File: config.mk
export PLATFORM = sky130hd
export DESIGN_NAME = tuner_pwr_detect_phy
export DESIGN_NICKNAME = d
export VERILOG_FILES = /design/src/rtl/tuner_pwr_detect_phy.sv
export SDC_FILE = /design/constraint.sdc
export NUM_CORES = 1
export LEC_CHECK = 0
export ABC_CLOCK_PERIOD_IN_PS = 10550
export CAP_MARGIN = 20
export CORE_MARGIN = 2
export CORE_UTILIZATION = 45
export CTS_BUF_LIST = sky130_fd_sc_hd__clkbuf_4 sky130_fd_sc_hd__clkbuf_8 sky130_fd_sc_hd__clkbuf_16
export CTS_CLUSTER_SIZE = 25
export DETAILED_ROUTE_END_ITERATION = 8
export HOLD_SLACK_MARGIN = 0.1
export MAX_ROUTING_LAYER = met4
export PLACE_DENSITY = 0.66
export SLEW_MARGIN = 40
export SYNTH_ARGS = -nofsm -noshare
export SYNTH_HDL_FRONTEND = slang
export SYNTH_SLANG_ARGS = --single-unit
File: constraint.sdc
create_clock -name i_clk -period 10.55 [get_ports i_clk]
set_input_delay 1.055 -clock i_clk [delete_from_list [all_inputs] [get_ports i_clk]]
set_output_delay 1.055 -clock i_clk [all_outputs]
set_load 0.05 [all_outputs]
File: src/rtl/tuner_pwr_detect_phy.sv
// tuner_pwr_detect_phy
// Settle-then-average power detector for the tuner lock loop. After each
// ring-tune step it waits a programmable number of cycles, then averages
// 2^n photodetector samples. It publishes the new average, the previous
// average and a slope flag, together with a one-cycle update strobe.
// Each completed window re-arms the settle delay, so this block sets the pace
// of the DAC-step / settle / measure loop.

module tuner_pwr_detect_phy #(
    parameter int ADC_WIDTH    = 8,
    parameter int MAX_AVG_LOG2 = 4,
    parameter int SETTLE_WIDTH = 8
) (
    input  logic                    i_clk,
    input  logic                    i_rst,
    input  logic [2:0]              i_cfg_avg_log2,
    input  logic [SETTLE_WIDTH-1:0] i_cfg_settle_cycles,
    input  logic                    i_adc_val,
    input  logic [ADC_WIDTH-1:0]    i_adc_data,
    input  logic                    i_pwr_detect_active,
    input  logic                    i_pwr_detect_refresh,
    output logic                    o_pwr_detect_update,
    output logic [ADC_WIDTH-1:0]    o_pwr_detect_pwr,
    output logic [ADC_WIDTH-1:0]    o_pwr_detect_pwr_prev,
    output logic                    o_pwr_detect_rising,
    output logic                    o_pwr_detect_valid,
    output logic                    o_pwr_detect_busy
);

    // The accumulator holds up to 2^MAX_AVG_LOG2 full-scale samples, so it can never wrap.
    localparam int ACC_W = ADC_WIDTH + MAX_AVG_LOG2;
    // The sample counter must be able to represent 2^MAX_AVG_LOG2 itself.
    localparam int CNT_W = MAX_AVG_LOG2 + 1;
    localparam int N_W   = (MAX_AVG_LOG2 < 1) ? 1 : $clog2(MAX_AVG_LOG2 + 1);

    typedef enum logic [1:0] {
        IDLE   = 2'd0,
        SETTLE = 2'd1,
        ACCUM  = 2'd2
    } state_t;

    state_t                  state;
    logic [SETTLE_WIDTH-1:0] settle_cnt;
    logic [N_W-1:0]          n_lat;
    logic [ACC_W-1:0]        acc;
    logic [CNT_W-1:0]        samp_cnt;
    // Number of averages since refresh/reset. It saturates at 2, the point at
    // which prev and rising start to carry meaning.
    logic [1:0]              avg_cnt;

    logic                    update;
    logic [ADC_WIDTH-1:0]    pwr;
    logic [ADC_WIDTH-1:0]    pwr_prev;
    logic                    rising;
    logic                    valid;
    logic                    busy;

    logic [N_W-1:0]          n_clamp;
    logic [CNT_W-1:0]        win_len;
    logic                    last_sample;
    logic [ACC_W-1:0]        sum;
    logic [ADC_WIDTH-1:0]    avg_new;

    // Clamp the requested exponent to the largest window the datapath supports.
    always_comb begin
        n_clamp = N_W'(MAX_AVG_LOG2);
        if (int'(i_cfg_avg_log2) <= MAX_AVG_LOG2) begin
            n_clamp = N_W'(i_cfg_avg_log2);
        end
    end

    // Window arithmetic uses the exponent latched at SETTLE entry, so config
    // changes made in the middle of a window have no effect on that window.
    always_comb begin
        win_len     = CNT_W'(1) << n_lat;
        last_sample = (samp_cnt == (win_len - CNT_W'(1)));
        sum         = acc + ACC_W'(i_adc_data);
        avg_new     = ADC_WIDTH'(sum >> n_lat);
    end

    // Measurement FSM and all registered outputs.
    always_ff @(posedge i_clk or posedge i_rst) begin
        if (i_rst) begin
            state      <= IDLE;
            settle_cnt <= '0;
            n_lat      <= '0;
            acc        <= '0;
            samp_cnt   <= '0;
            avg_cnt    <= '0;
            update     <= 1'b0;
            pwr        <= '0;
            pwr_prev   <= '0;
            rising     <= 1'b0;
            valid      <= 1'b0;
            busy       <= 1'b0;
        end else begin
            update <= 1'b0;
            if (i_pwr_detect_refresh) begin
                // Refresh clears all measurement history and holds off re-arming.
                state      <= IDLE;
                busy       <= 1'b0;
                settle_cnt <= '0;
                acc        <= '0;
                samp_cnt   <= '0;
                avg_cnt    <= '0;
                pwr        <= '0;
                pwr_prev   <= '0;
                rising     <= 1'b0;
                valid      <= 1'b0;
            end else begin
                case (state)
                    IDLE: begin
                        if (i_pwr_detect_active) begin
                            state      <= SETTLE;
                            busy       <= 1'b1;
                            settle_cnt <= i_cfg_settle_cycles;
                            n_lat      <= n_clamp;
                            acc        <= '0;
                            samp_cnt   <= '0;
                        end
                    end
                    SETTLE: begin
                        // Samples are ignored here while the ring settles.
                        if (!i_pwr_detect_active) begin
                            state <= IDLE;
                            busy  <= 1'b0;
                        end else if (settle_cnt == '0) begin
                            state <= ACCUM;
                        end else begin
                            settle_cnt <= settle_cnt - 1'b1;
                        end
                    end
                    ACCUM: begin
                        if (!i_pwr_detect_active) begin
                            // Drop the partial window. Published results are held.
                            state <= IDLE;
                            busy  <= 1'b0;
                        end else if (i_adc_val) begin
                            if (last_sample) begin
                                update   <= 1'b1;
                                pwr      <= avg_new;
                                pwr_prev <= pwr;
                                rising   <= (avg_new > pwr);
                                valid    <= (avg_cnt != 2'd0);
                                if (avg_cnt != 2'd2) begin
                                    avg_cnt <= avg_cnt + 2'd1;
                                end
                                // The consumer steps the DAC on update, so re-arm the settle
                                // delay right away, using fresh config.
                                state      <= SETTLE;
                                settle_cnt <= i_cfg_settle_cycles;
                                n_lat      <= n_clamp;
                                acc        <= '0;
                                samp_cnt   <= '0;
                            end else begin
                                acc      <= sum;
                                samp_cnt <= samp_cnt + CNT_W'(1);
                            end
                        end
                    end
                    default: begin
                        state <= IDLE;
                        busy  <= 1'b0;
                    end
                endcase
            end
        end
    end

    assign o_pwr_detect_update   = update;
    assign o_pwr_detect_pwr      = pwr;
    assign o_pwr_detect_pwr_prev = pwr_prev;
    assign o_pwr_detect_rising   = rising;
    assign o_pwr_detect_valid    = valid;
    assign o_pwr_detect_busy     = busy;

endmodule
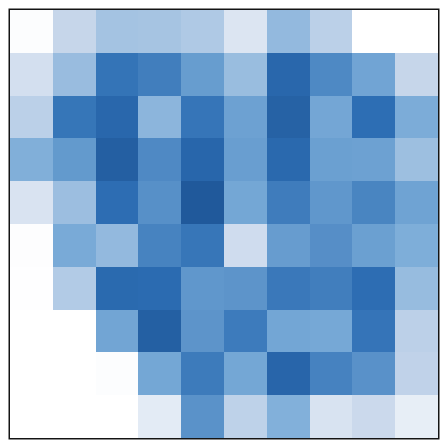
*Local utilization, run 1*
The die is cut into 10 by 10 equal tiles; white is low, dark blue is high, 0 to 100% covered.
13% of the tiles are over 75% full. 13% of the tiles are nearly empty. The densest ninth of the die: centre. The mean over all tiles is 46%. The emptiest ninth of the die: south-west. The fullest tile reaches 84%.

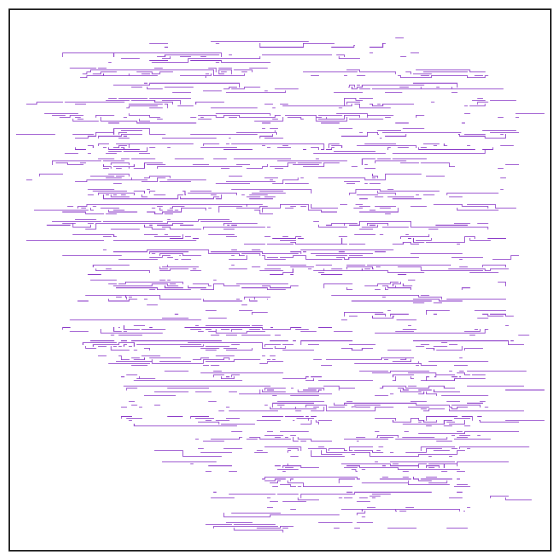
*Metal 1, run 1*
The layer carries 4280 um of wire. 463 nets have wire on it. The longest straight run is 31.5 um.

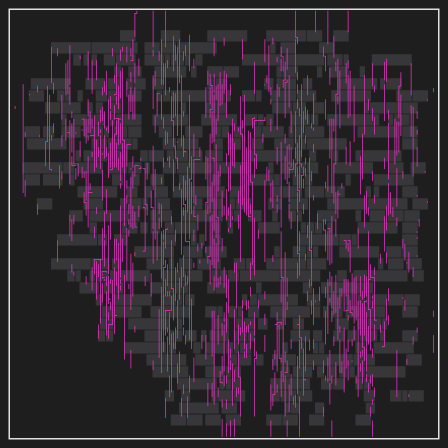
*Met2 routing, run 1*
439 nets have wire on it. The layer carries 3770 um of wire. The layer holds 45% of the routed length.

## run 1: layout by cell type (no fill, tap or decap), types with 4 or more instances in the layout
master | Yosys | layout
dfrtp_1 | 52 | 50
clkdlybuf4s50_1 | 0 | 43
nor2_1 | 41 | 41
nand2_1 | 37 | 37
a21oi_1 | 26 | 26
ha_1 | 26 | 26
inv_1 | 26 | 25
o21ai_0 | 22 | 22
mux2i_1 | 20 | 20
nor2b_1 | 15 | 15
a21o_1 | 14 | 14
xnor2_1 | 13 | 13
nand3_1 | 11 | 11
or3_1 | 8 | 8
nor3_1 | 7 | 7
nand2b_1 | 7 | 7
mux2_2 | 7 | 7
mux4_2 | 6 | 6
nand3b_1 | 5 | 5
o31ai_1 | 5 | 5
clkbuf_8 | 0 | 5
and3_1 | 4 | 4
a22o_1 | 4 | 4
buf_4 | 0 | 4
## run 1: worst max-delay path, stage by stage
cell and delay [ps]:
clkdlybuf4s50_1 400, ha_1 220, fa_1 400, a21o_1 190
a41oi_2 280, a31oi_2 180, xnor2_1 210, mux2_2 290
mux4_2 490, inv_1 80, ha_1 240, a21o_1 160
a21o_1 170, a21oi_1 120, o21ai_0 90, nand3_1 80
a21oi_1 70
## run 1: kinds of logic after synthesis
group,Yosys count,synth area share (%)
AND-OR/OR-AND,111,20.0
XOR/XNOR,16,3.60
adder cells (fa/ha/maj),27,8.88
buffers and inverters,52,5.21
flip-flops,52,33.5
multiplexers,33,10.7
AND/OR/NAND/NOR,146,18.2
## run 1: per-layer routing
| layer | GRT usage, % | part of all wire, % | wire, um |
|---|---|---|---|
| met1 | 27.0 | 51 | 4280 |
| met2 | 29.9 | 45 | 3770 |
| met3 | 3.03 | 3.7 | 312 |
| met4 | 2.71 | 0.43 | 36 |
| met5 | - | 0 | 0 |
==> results_dict.tcl, run 1 <==
# place-and-route summary
set metrics [dict create \
    status "completed" \
    p_seq_share_pct 33.5 \
    comb_cell_power_mw 0.427 \
    sh_comb_area_pct 53.3 \
    logic_area_um2 2380 \
    n_multi_input_combinational_cell 333 \
    final_cells 571 \
    swShare_pct 43.0 \
    ys_cells 437 \
    yosys.area.top_type_share_pct 33.5 \
    io_buffer_count 43 \
    grt_first_pass_wirelength_mm 14.9 \
    r2r_setup_slack_ps 6770 \
    dp.final_hpwl_mm 6.11 \
    power_density_nw_per_um2 184 \
    yosys-stat-area_um2 3890 \
    cp-end-kind "flip-flop" \
    grt_setup_unrepaired "false" \
    static-leakage-power_nw 1.96 \
    drtAntennaViolNets 0 \
    finalCriticalPeriod_ps 4540 \
    cts_inserted_buffers 5 \
    synthTopCellsByCount "dfrtp_1, nor2_1, nand2_1" \
    setup_total_negative_slack_ps 0 \
    share_comb_of_total_power_pct 51.8 \
    max_cap_violations 0 \
    drt_iter0_drc 174 \
    worstSetupStartpointType "input pin" \
    power.net_switching_mw 0.354 \
]
### Where the registers sit, run 1

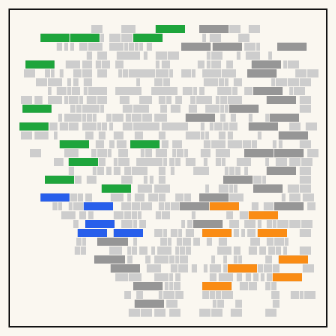

==> inputs of run 2 (changes only) <==
- ABC_CLOCK_PERIOD_IN_PS: 10550 -> 3900
- PLACE_DENSITY: 0.66 -> 0.69
- clock period: 10.55 -> 3.9 ns (I/O delays scaled with it)
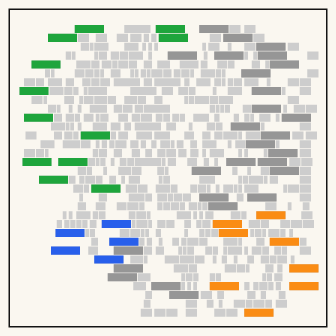
*Where the registers sit, run 2*
acc: in green, flops 12. samp_cnt: in blue, flops 5. settle_cnt: in orange, flops 8, where south-east.

==> run 2 against run 1 <==
Compared with the run above:
- global-route usage rose by 0.24 points
- largest cell class unchanged
- critical endpoint unchanged
- largest power group unchanged
- design area rose by 5.0%
- area after synthesis unchanged
- critical path type unchanged
- clock skew grew 6.5 ps
- worst hold slack gained 0.52 ps
==> results_dict.tcl, run 2 <==
# place-and-route summary
set metrics [dict create \
    drt-vias-per-instance 5.57 \
    logic_area_um2 2390 \
    worstSetupStartpointType "input pin" \
    ys_cells 437 \
    r2r_setup_slack_ps 330 \
    yosys.area.top_type_share_pct 33.5 \
    grt_setup_unrepaired "false" \
    critical_path_cell_count 17 \
    io_buffer_count 43 \
    final_layout_top_logic_cell "dfrtp_1" \
    cp_slowest_cell "mux4_2" \
    max_cap_violations 0 \
    cp-endpoint "o_pwr_detect_rising$_DFFE_PP0P_" \
    synth_area_per_cell_um2 8.90 \
    path_delay_family "AND-OR/OR-AND gates" \
    synthTopCellsByCount "dfrtp_1, nor2_1, nand2_1" \
    leading_cell_types_in_the_layout_fill_and_taps_excluded "dfrtp_1, clkdlybuf4s50_1, nor2_1" \
    globalRoute.totalOverflow 0 \
    setup_total_negative_slack_ps 0 \
    path_clk_slew_ps 120 \
    finalCriticalPeriod_ps 3670 \
    critical_path.n_buffers_inverters 2 \
    grt_first_pass_wirelength_mm 15.2 \
    cts_tree "built" \
    dominant_cell_type_by_count_on_the_critical_path "a21o_1" \
    route.layer.met1.wl_mm 4.27 \
    dr_wl_met3_um 315 \
    final_cells 600 \
    netlist-cell-type-count 60 \
    globalRouteMet2Util_pct 29.9 \
    cp-startpoint "i_adc_data[0]" \
    cpPeakStageDelay_ps 490 \
    crit_chain "clkdlybuf4s50_1 -> ha_1 -> fa_2 -> a21o_1 -> a41oi_2 -> a31oi_2 -> xnor2_1 -> mux2_2 -> mux4_2 -> inv_1 -> ha_1 -> a21o_1 -> a21o_1 -> a21oi_1 -> o21ai_0 -> nand3_1 -> a21oi_1" \
    final_hold_viol_count 0 \
    top_layer "met4" \
    antenna_found_initial 0 \
    gr-usage-met1_pct 27.5 \
    cts_inserted_buffers 5 \
    status "completed" \
    dr.pass1.iters 4 \
    drt_iter0_drc 132 \
    dp.final_hpwl_mm 6.38 \
    cp-end-kind "flip-flop" \
    yosys-stat-area_um2 3890 \
    static-leakage-power_nw 2.10 \
    clock-sinks 52 \
    drtAntennaViolNets 0 \
    grt_most_used_layer "met2" \
    wl_met2_mm 3.91 \
]
[run 2: power by group]
group / switching [mW] / total, mW / internal, mW / leakage (nW)
combinational: 0.730 / 1.35 / 0.617 / 1.34
clock: 0.200 / 0.328 / 0.128 / 0.0404
sequential: 0.0638 / 0.661 / 0.597 / 0.716
[run 2: worst min path at each step]
stage                    endpoint  slack (ps)  cells past startpoint
3_5_place_dp   acc[6]$_DFFE_PP0P_         470                      2
5_1_grt        acc[6]$_DFFE_PP0P_         520                      2
4_1_cts        acc[6]$_DFFE_PP0P_         500                      2
3_3_place_gp   acc[7]$_DFFE_PP0P_         470                      2
6_report       acc[6]$_DFFE_PP0P_         500                      2
2_1_floorplan  acc[2]$_DFFE_PP0P_         450                      2
[run 2: repair_timing]
action,in CTS,in global routing
setup buffers,0,0
endpoints found under the setup margin,0,1
resized,0,2
hold endpoints to repair,0,0
[run 2: cell type report]
cell class / instances / area share [%]
Inverter: 26 / 2.13
Tap cell: 105 / 2.80
Multi-Input combinational cell: 333 / 50.9
Timing Repair Buffer: 76 / 14.4
Sequential cell: 52 / 27.7
Clock inverter: 3 / 0.507
Clock buffer: 5 / 1.47
[run 2: logic make-up (layout without fill, tap and decap cells)]
family | count (synthesis) | after routing | synth area share (%)
flops | 52 | 52 | 33.5
xor+xnor | 16 | 16 | 3.60
buf+inv | 52 | 110 | 5.21
simple gates | 146 | 146 | 18.2
fa+ha+maj | 27 | 27 | 8.88
compound gates | 111 | 111 | 20.0
mux | 33 | 33 | 10.7
[run 2: worst register-to-register path, delay by kind of cell, from the launching register on]
family / cells / cell delay (ps)
AOI/OAI and AO/OA: 8 / 1170
adders and majority gates: 3 / 800
muxes: 2 / 770
DFF: 1 / 410
xor gates and xnor gates: 1 / 160
and+or+nand+nor: 1 / 90
buffers and inverters: 1 / 70
### Metal 1, run 2

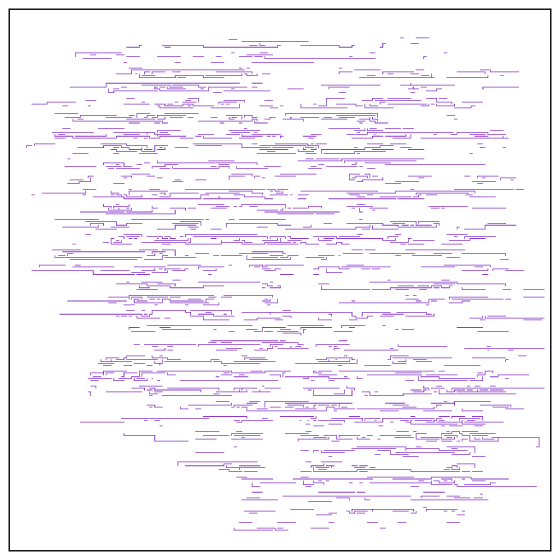

==> inputs of run 3 (changes only) <==
- ABC_CLOCK_PERIOD_IN_PS: 3900 -> 4200
- PLACE_DENSITY: 0.69 -> 0.66
- SLEW_MARGIN: 40 -> 25
- clock period: 3.9 -> 4.2 ns (I/O delays scaled with it)
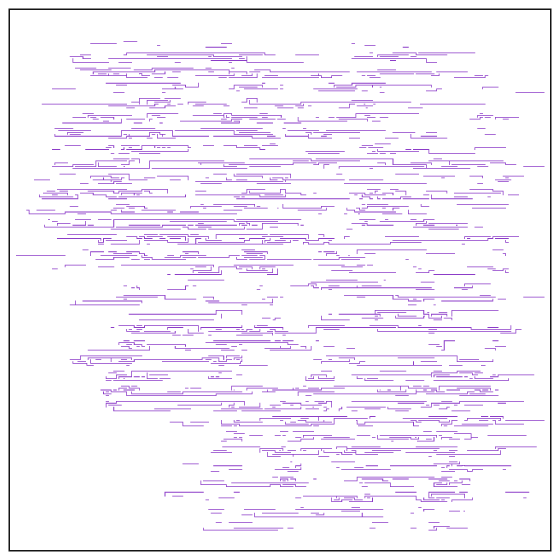
*Metal 1, run 3*
The layer carries 4520 um of wire. The layer holds 53% of the routed length. 477 nets have wire on it. The wires run mostly horizontal.

==> run 3 against run 2 <==
Compared with the run above:
- sequential share of layout area rose by 1.0 points
- sequential power fell by 5.3%
- worst hold slack worse by 54 ps
- core utilization decreased by 2.0 points
- clock skew down 5.2 ps
- clock power shrank 13%
- first-iteration DRC count is 15% higher
- via count down 4.5%
- synthesized cell count unchanged
- final cell count down 3.5%
- combinational power shrank about 10%
- total power decreased by 11%
- critical endpoint unchanged
==> results_dict.tcl, run 3 <==
# place-and-route summary
set metrics [dict create \
    status "completed" \
    num_tap_cells 105 \
    drtAntennaViolNets 0 \
    cts_inserted_buffers 5 \
    logic_area_um2 2380 \
    yosys.area.top_type_share_pct 33.5 \
    static-leakage-power_nw 2.00 \
    path_delay_family "AND-OR/OR-AND gates" \
    internal_power_mw 1.19 \
    grt_setup_unrepaired "false" \
    dominant_cell_type_by_count_on_the_critical_path "a21o_1" \
    repair_and_plain_buffers 56 \
    post_cts_resize_count 0 \
    finalCriticalPeriod_ps 3830 \
    path_clk_slew_ps 100 \
    n_multi_input_combinational_cell 333 \
    critical_path_cell_count 17 \
    antenna_found_initial 0 \
    r2r_setup_slack_ps 500 \
    grt_first_pass_wirelength_mm 15.0 \
    p_seq_share_pct 30.0 \
    clkCellAreaFrac_pct 1.80 \
    drt-vias-per-instance 5.51 \
    final_hold_viol_count 0 \
    ys_cells 437 \
    max_cap_violations 0 \
    power.net_switching_mw 0.894 \
    cpPeakStageDelay_ps 520 \
    synth_area_per_cell_um2 8.90 \
    leading_cell_types_in_the_layout_fill_and_taps_excluded "dfrtp_1, clkdlybuf4s50_1, nor2_1" \
    cts_tree "built" \
    crit_chain "clkdlybuf4s50_1 -> ha_1 -> fa_1 -> a21o_1 -> a41oi_2 -> a31oi_2 -> xnor2_1 -> mux2_2 -> mux4_2 -> inv_1 -> ha_1 -> a21o_1 -> a21o_1 -> a21oi_1 -> o21ai_0 -> nand3_1 -> a21oi_1" \
]
run 3: cell counts after synthesis:
Identical to the previous run, type by type.
run 3: power groups by stage:
| stage | registers, mW | clock network (mW) | logic, mW |
|---|---|---|---|
| after floorplan | 0.612 | 0 | 0.941 |
| after global placement | 0.631 | 0 | 1.15 |
| after detailed placement | 0.635 | 0 | 1.17 |
| after CTS | 0.624 | 0.296 | 1.18 |
| after global routing | 0.635 | 0.316 | 1.32 |
| final | 0.626 | 0.287 | 1.17 |
run 3: cells by family after synthesis:
logic type                 synth area share [%]
AOI/OAI and AO/OA                          20.0
muxes                                      10.7
adders and majority gates                  8.88
buffers and inverters                      5.21
DFF                                        33.5
and+or+nand+nor                            18.2
xor gates and xnor gates                   3.60
run 3: how the worst max path moves through the flow:
stage / to / slack, ps
after floorplan: o_pwr_detect_rising$_DFFE_PP0P_ / 600
after global placement: o_pwr_detect_rising$_DFFE_PP0P_ / 110
after detailed placement: o_pwr_detect_rising$_DFFE_PP0P_ / 40
after CTS: o_pwr_detect_rising$_DFFE_PP0P_ / 380
after global routing: o_pwr_detect_rising$_DFFE_PP0P_ / 110
final: o_pwr_detect_rising$_DFFE_PP0P_ / 370
run 3: through the flow:
step	power [mW]	cells	worst slack [ps]	hold slack, ps
after global routing	2.27	579	106	479
after detailed placement	1.81	572	39.9	475
after CTS	2.10	579	375	467
after floorplan	1.55	437	602	453
final	2.09	579	370	443
after global placement	1.78	572	112	465
run 3: layer usage:
layer  vias up  track usage [%]  share of wire [%]
met5         -                -                  0
met4         0             2.28               0.45
met3         4             2.75                2.3
met2        36             29.2                 44
met1      1519             28.4                 53
li1       1632                -                  -
Power and IR drop assume default switching activity.
